### src/rtl/muldiv_pkg.sv
// rtl/muldiv_pkg.sv - shared constants and state encoding for the RV32-M sequencer
package muldiv_pkg;

  localparam logic [2:0] F3_MUL    = 3'b000;
  localparam logic [2:0] F3_MULH   = 3'b001;
  localparam logic [2:0] F3_MULHSU = 3'b010;
  localparam logic [2:0] F3_MULHU  = 3'b011;
  localparam logic [2:0] F3_DIV    = 3'b100;
  localparam logic [2:0] F3_DIVU   = 3'b101;
  localparam logic [2:0] F3_REM    = 3'b110;
  localparam logic [2:0] F3_REMU   = 3'b111;

  localparam int DIV_STEPS = 32;

  typedef enum logic [2:0] {
    ST_IDLE = 3'd0,
    ST_MUL  = 3'd1,
    ST_DIV  = 3'd2,
    ST_FIX  = 3'd3,
    ST_DONE = 3'd4
  } state_t;

  function automatic logic is_signed_div(input logic [2:0] f3);
    return (f3 == F3_DIV) || (f3 == F3_REM);
  endfunction

endpackage

### src/rtl/muldiv_if.sv
// rtl/muldiv_if.sv - request/response bundle between the core and the M-op sequencer
interface muldiv_if #(
  parameter int XLEN = 32
) ();
  logic            in_valid;
  logic            in_ready;
  logic [2:0]      funct3;
  logic [XLEN-1:0] a;
  logic [XLEN-1:0] b;
  logic            flush;
  logic            out_valid;
  logic            out_ready;
  logic [XLEN-1:0] result;
  logic            busy;

  modport master (
    output in_valid, funct3, a, b, flush, out_ready,
    input  in_ready, out_valid, result, busy
  );

  modport slave (
    input  in_valid, funct3, a, b, flush, out_ready,
    output in_ready, out_valid, result, busy
  );
endinterface

### src/rtl/muldiv_div_iter.sv
// rtl/muldiv_div_iter.sv - one combinational restoring-division step
module muldiv_div_iter #(
  parameter int XLEN = 32
) (
  input  logic [XLEN-1:0] rem_in,
  input  logic [XLEN-1:0] quo_in,
  input  logic [XLEN-1:0] divisor,
  output logic [XLEN-1:0] rem_out,
  output logic [XLEN-1:0] quo_out
);
  logic [XLEN:0] shifted;
  logic [XLEN:0] diff;
  logic          fits;

  // rem_in < divisor, so the top bit of diff is a clean borrow flag
  assign shifted = {rem_in, quo_in[XLEN-1]};
  assign diff    = shifted - {1'b0, divisor};
  assign fits    = ~diff[XLEN];

  assign rem_out = fits ? diff[XLEN-1:0] : shifted[XLEN-1:0];
  assign quo_out = {quo_in[XLEN-2:0], fits};
endmodule

### src/rtl/muldiv_seq.sv
// rtl/muldiv_seq.sv - multi-cycle RV32-M sequencer: single-cycle multiply, 32-step restoring divide
module muldiv_seq
  import muldiv_pkg::*;
#(
  parameter int XLEN = 32
) (
  input  logic     clk,
  input  logic     rst,
  muldiv_if.slave  bus
);
  localparam logic [4:0]      LAST_STEP = 5'(DIV_STEPS - 1);
  localparam logic [XLEN-1:0] INT_MIN   = {1'b1, {(XLEN-1){1'b0}}};

  state_t          state;
  logic            in_ready_q;
  logic            out_valid_q;
  logic            busy_q;
  logic [XLEN-1:0] result_q;
  logic [4:0]      count;
  logic [2:0]      op_f3;
  logic [XLEN-1:0] op_a;
  logic [XLEN-1:0] op_b;
  logic [XLEN-1:0] rem_q;
  logic [XLEN-1:0] quo_q;
  logic [XLEN-1:0] dvsr_q;

  assign bus.in_ready  = in_ready_q;
  assign bus.out_valid = out_valid_q;
  assign bus.busy      = busy_q;
  assign bus.result    = result_q;

  // Request decode, evaluated against the live inputs in IDLE
  logic            req_signed;
  logic            req_is_mul;
  logic            req_div_zero;
  logic            req_ovf;
  logic [XLEN-1:0] req_abs_a;
  logic [XLEN-1:0] req_abs_b;
  logic [XLEN-1:0] req_special;

  assign req_signed   = is_signed_div(bus.funct3);
  assign req_is_mul   = ~bus.funct3[2];
  assign req_div_zero = (bus.b == '0);
  assign req_ovf      = req_signed && (bus.a == INT_MIN) && (bus.b == '1);
  assign req_abs_a    = (req_signed && bus.a[XLEN-1]) ? -bus.a : bus.a;
  assign req_abs_b    = (req_signed && bus.b[XLEN-1]) ? -bus.b : bus.b;
  // funct3[1] separates REM/REMU from DIV/DIVU
  assign req_special  = req_div_zero ? (bus.funct3[1] ? bus.a : '1)
                                     : (bus.funct3[1] ? '0 : bus.a);

  logic            mul_a_sgn;
  logic            mul_b_sgn;
  logic [2*XLEN-1:0] mul_a_ext;
  logic [2*XLEN-1:0] mul_b_ext;
  logic [2*XLEN-1:0] mul_prod;
  logic [XLEN-1:0] mul_res;

  assign mul_a_sgn = (op_f3 != F3_MULHU);
  assign mul_b_sgn = (op_f3 == F3_MUL) || (op_f3 == F3_MULH);
  assign mul_a_ext = {{XLEN{mul_a_sgn & op_a[XLEN-1]}}, op_a};
  assign mul_b_ext = {{XLEN{mul_b_sgn & op_b[XLEN-1]}}, op_b};
  assign mul_prod  = mul_a_ext * mul_b_ext;
  assign mul_res   = (op_f3 == F3_MUL) ? mul_prod[XLEN-1:0] : mul_prod[2*XLEN-1:XLEN];

  logic [XLEN-1:0] rem_next;
  logic [XLEN-1:0] quo_next;

  muldiv_div_iter #(.XLEN(XLEN)) u_div_iter (
    .rem_in  (rem_q),
    .quo_in  (quo_q),
    .divisor (dvsr_q),
    .rem_out (rem_next),
    .quo_out (quo_next)
  );

  logic [XLEN-1:0] fix_res;

  always_comb begin
    fix_res = quo_q;
    unique case (op_f3)
      F3_DIV:  fix_res = (op_a[XLEN-1] ^ op_b[XLEN-1]) ? -quo_q : quo_q;
      F3_REM:  fix_res = op_a[XLEN-1] ? -rem_q : rem_q;
      F3_REMU: fix_res = rem_q;
      default: fix_res = quo_q;
    endcase
  end

  always_ff @(posedge clk or posedge rst) begin
    if (rst) begin
      state       <= ST_IDLE;
      in_ready_q  <= 1'b1;
      out_valid_q <= 1'b0;
      busy_q      <= 1'b0;
      result_q    <= '0;
      count       <= '0;
      op_f3       <= '0;
      op_a        <= '0;
      op_b        <= '0;
      rem_q       <= '0;
      quo_q       <= '0;
      dvsr_q      <= '0;
    end else if (bus.flush) begin
      state       <= ST_IDLE;
      in_ready_q  <= 1'b1;
      out_valid_q <= 1'b0;
      busy_q      <= 1'b0;
    end else begin
      case (state)
        ST_IDLE: begin
          if (bus.in_valid) begin
            op_f3      <= bus.funct3;
            op_a       <= bus.a;
            op_b       <= bus.b;
            in_ready_q <= 1'b0;
            busy_q     <= 1'b1;
            if (req_is_mul) begin
              state <= ST_MUL;
            end else if (req_div_zero || req_ovf) begin
              result_q    <= req_special;
              out_valid_q <= 1'b1;
              state       <= ST_DONE;
            end else begin
              rem_q  <= '0;
              quo_q  <= req_abs_a;
              dvsr_q <= req_abs_b;
              count  <= LAST_STEP;
              state  <= ST_DIV;
            end
          end
        end
        ST_MUL: begin
          result_q    <= mul_res;
          out_valid_q <= 1'b1;
          state       <= ST_DONE;
        end
        ST_DIV: begin
          rem_q <= rem_next;
          quo_q <= quo_next;
          count <= count - 5'd1;
          if (count == '0) begin
            state <= ST_FIX;
          end
        end
        ST_FIX: begin
          result_q    <= fix_res;
          out_valid_q <= 1'b1;
          state       <= ST_DONE;
        end
        ST_DONE: begin
          if (bus.out_ready) begin
            out_valid_q <= 1'b0;
            in_ready_q  <= 1'b1;
            busy_q      <= 1'b0;
            state       <= ST_IDLE;
          end
        end
        default: begin
          out_valid_q <= 1'b0;
          in_ready_q  <= 1'b1;
          busy_q      <= 1'b0;
          state       <= ST_IDLE;
        end
      endcase
    end
  end
endmodule

### src/flat_wrapper.sv
// flat-port wrapper written by rule: the top's interface ports become plain ports
module muldiv_seq_flat import muldiv_pkg::*;
#(
  parameter int XLEN = 32
)
  (clk, rst, bus_in_valid, bus_funct3, bus_a, bus_b, bus_flush, bus_out_ready, bus_in_ready, bus_out_valid, bus_result, bus_busy);
  muldiv_if #(.XLEN(XLEN)) bus_i ();
  input  logic clk;
  input  logic rst;
  input wire logic [$bits(bus_i.in_valid)-1:0] bus_in_valid;
  input wire logic [$bits(bus_i.funct3)-1:0] bus_funct3;
  input wire logic [$bits(bus_i.a)-1:0] bus_a;
  input wire logic [$bits(bus_i.b)-1:0] bus_b;
  input wire logic [$bits(bus_i.flush)-1:0] bus_flush;
  input wire logic [$bits(bus_i.out_ready)-1:0] bus_out_ready;
  output wire logic [$bits(bus_i.in_ready)-1:0] bus_in_ready;
  output wire logic [$bits(bus_i.out_valid)-1:0] bus_out_valid;
  output wire logic [$bits(bus_i.result)-1:0] bus_result;
  output wire logic [$bits(bus_i.busy)-1:0] bus_busy;
  assign bus_i.in_valid = bus_in_valid;
  assign bus_i.funct3 = bus_funct3;
  assign bus_i.a = bus_a;
  assign bus_i.b = bus_b;
  assign bus_i.flush = bus_flush;
  assign bus_i.out_ready = bus_out_ready;
  assign bus_in_ready = bus_i.in_ready;
  assign bus_out_valid = bus_i.out_valid;
  assign bus_result = bus_i.result;
  assign bus_busy = bus_i.busy;
  muldiv_seq #(.XLEN(XLEN)) u_core (.clk(clk), .rst(rst), .bus(bus_i));
endmodule
### config.mk
export PLATFORM = sky130hd
export DESIGN_NAME = muldiv_seq_flat
export DESIGN_NICKNAME = d
export VERILOG_FILES = /design/src/rtl/muldiv_pkg.sv /design/src/rtl/muldiv_if.sv /design/src/rtl/muldiv_div_iter.sv /design/src/rtl/muldiv_seq.sv /design/src/flat_wrapper.sv
export SDC_FILE = /design/constraint.sdc
export NUM_CORES = 2
export LEC_CHECK = 0
export ABC_AREA = 0
export CORE_MARGIN = 2
export CORE_UTILIZATION = 55
export CTS_CLUSTER_SIZE = 16
export DETAILED_ROUTE_END_ITERATION = 10
export DONT_BUFFER_PORTS = 1
export PLACE_DENSITY_LB_ADDON = 0.2
export SLEW_MARGIN = 25
export SYNTH_ARGS = -nofsm -noshare
export SYNTH_HDL_FRONTEND = slang
export SYNTH_SLANG_ARGS = --single-unit
### constraint.sdc
create_clock -name clk -period 8.95 [get_ports clk]
set_input_delay 1.79 -clock clk [delete_from_list [all_inputs] [get_ports clk]]
set_output_delay 1.79 -clock clk [all_outputs]
set_load 0.1 [all_outputs]
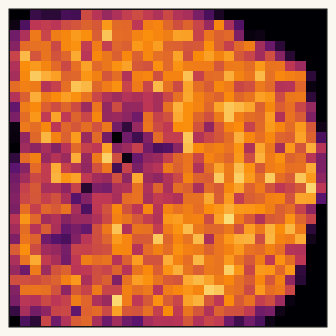
Fig. 1. Cell area per tile.
The die is cut into 31 by 31 equal tiles; black is low, pale yellow is high, 0 to 100% covered.
- mean over tiles: 55%
- emptiest ninth of the die: upper right
- fullest tile: 93%
- nearly empty tiles: 7.3%
- tiles over 75% full: 16%

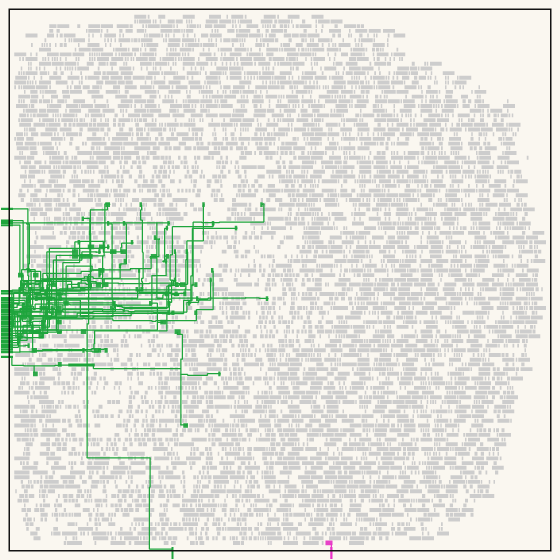
Fig. 2. I/O nets highlighted.
- magenta: rst (direction input; edge bottom; end cells 1; buffers 0; wire 3.60 um)
- green: bus_a (direction input; edge 31 left, 1 bottom; end cells 125; buffers 0; wire 4,800 um)

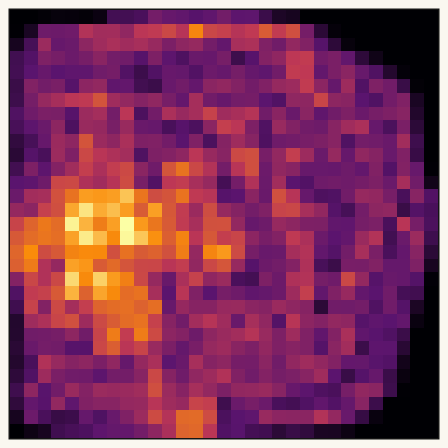
Fig. 3. Signal metal coverage by tile.
The die is cut into 31 by 31 equal tiles; black is low, pale yellow is high, scaled to the fullest tile. Values are wire area over tile area, all layers added.
- tiles over half the peak: 18%
- mean over tiles: 0.28
- densest ninth of the die: middle left

==> impl_metrics.toml <==
# generated from flow reports
[layout]
nNetsFinal = 7436
comb_area_um2 = 41200
flops = 206
clock_buffer_count = 41
antenna_cells = 2
fillers = 8705
clk_share_pct = 1.59
area_delta_synth_final_pct = 4.91
buf_share_pct = 2.37
lay_top_cells = "inv_1, nand2_1, fa_1"

[hold_path]
min_path_cells = 2
whs_endpoint = "u_core.dvsr_q[23]"

[placement]
place.gp.congestion = 0.989
dpl_worst_slack_ns = 0.0356
placed_area_um2 = 54000

[synthesis]
mux_area_share_pct = 0.327
ys_seq_share_pct = 9.84
flop_cell = "dfrtp_1"
netlist_area_um2 = 52400
edf_count = 0
syn_area_per_cell_um2 = 8.53

[status]
run_status = "completed"

[critical_path]
start_kind = "flop"
slowest_delay_ns = 0.88
cp-startpoint = "u_core.op_a[8]"
arrival_ns = 9.08

[final_timing]
tns_ns = 0
finalHoldViolCount = 0

[clock_tree]
path_clk_slew_ns = 0.06
cts_buffers = 26
cts_hold_buf = 0
htree_levels = 1

[run]
maxCapViolCount = 0

[routing]
routedWlPerCell_um = 22.3
routed-wl-met3_um = 14600
met2_length_um = 74400

[floorplan]
die_w_um = 313
io_pins = 107

[global_route]
grt_max_degree = 101
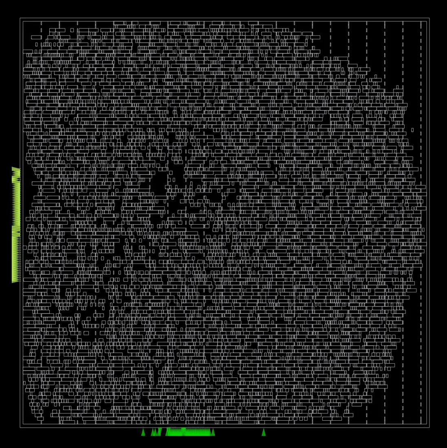
Fig. 4. Placed standard cells.
sequential cell area share: 9.45%
Layout Utilization: 58.0%
standard-cell rows: 113
# Taps: 1,265

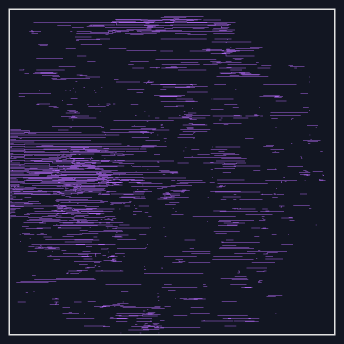
Fig. 5. Signal wires on met3.
- share of all routed wire: 9.0%
- longest straight run: 126 um
- main direction: horizontal
- nets with wire on the layer: 584
- wire length on this layer: 14,600 um

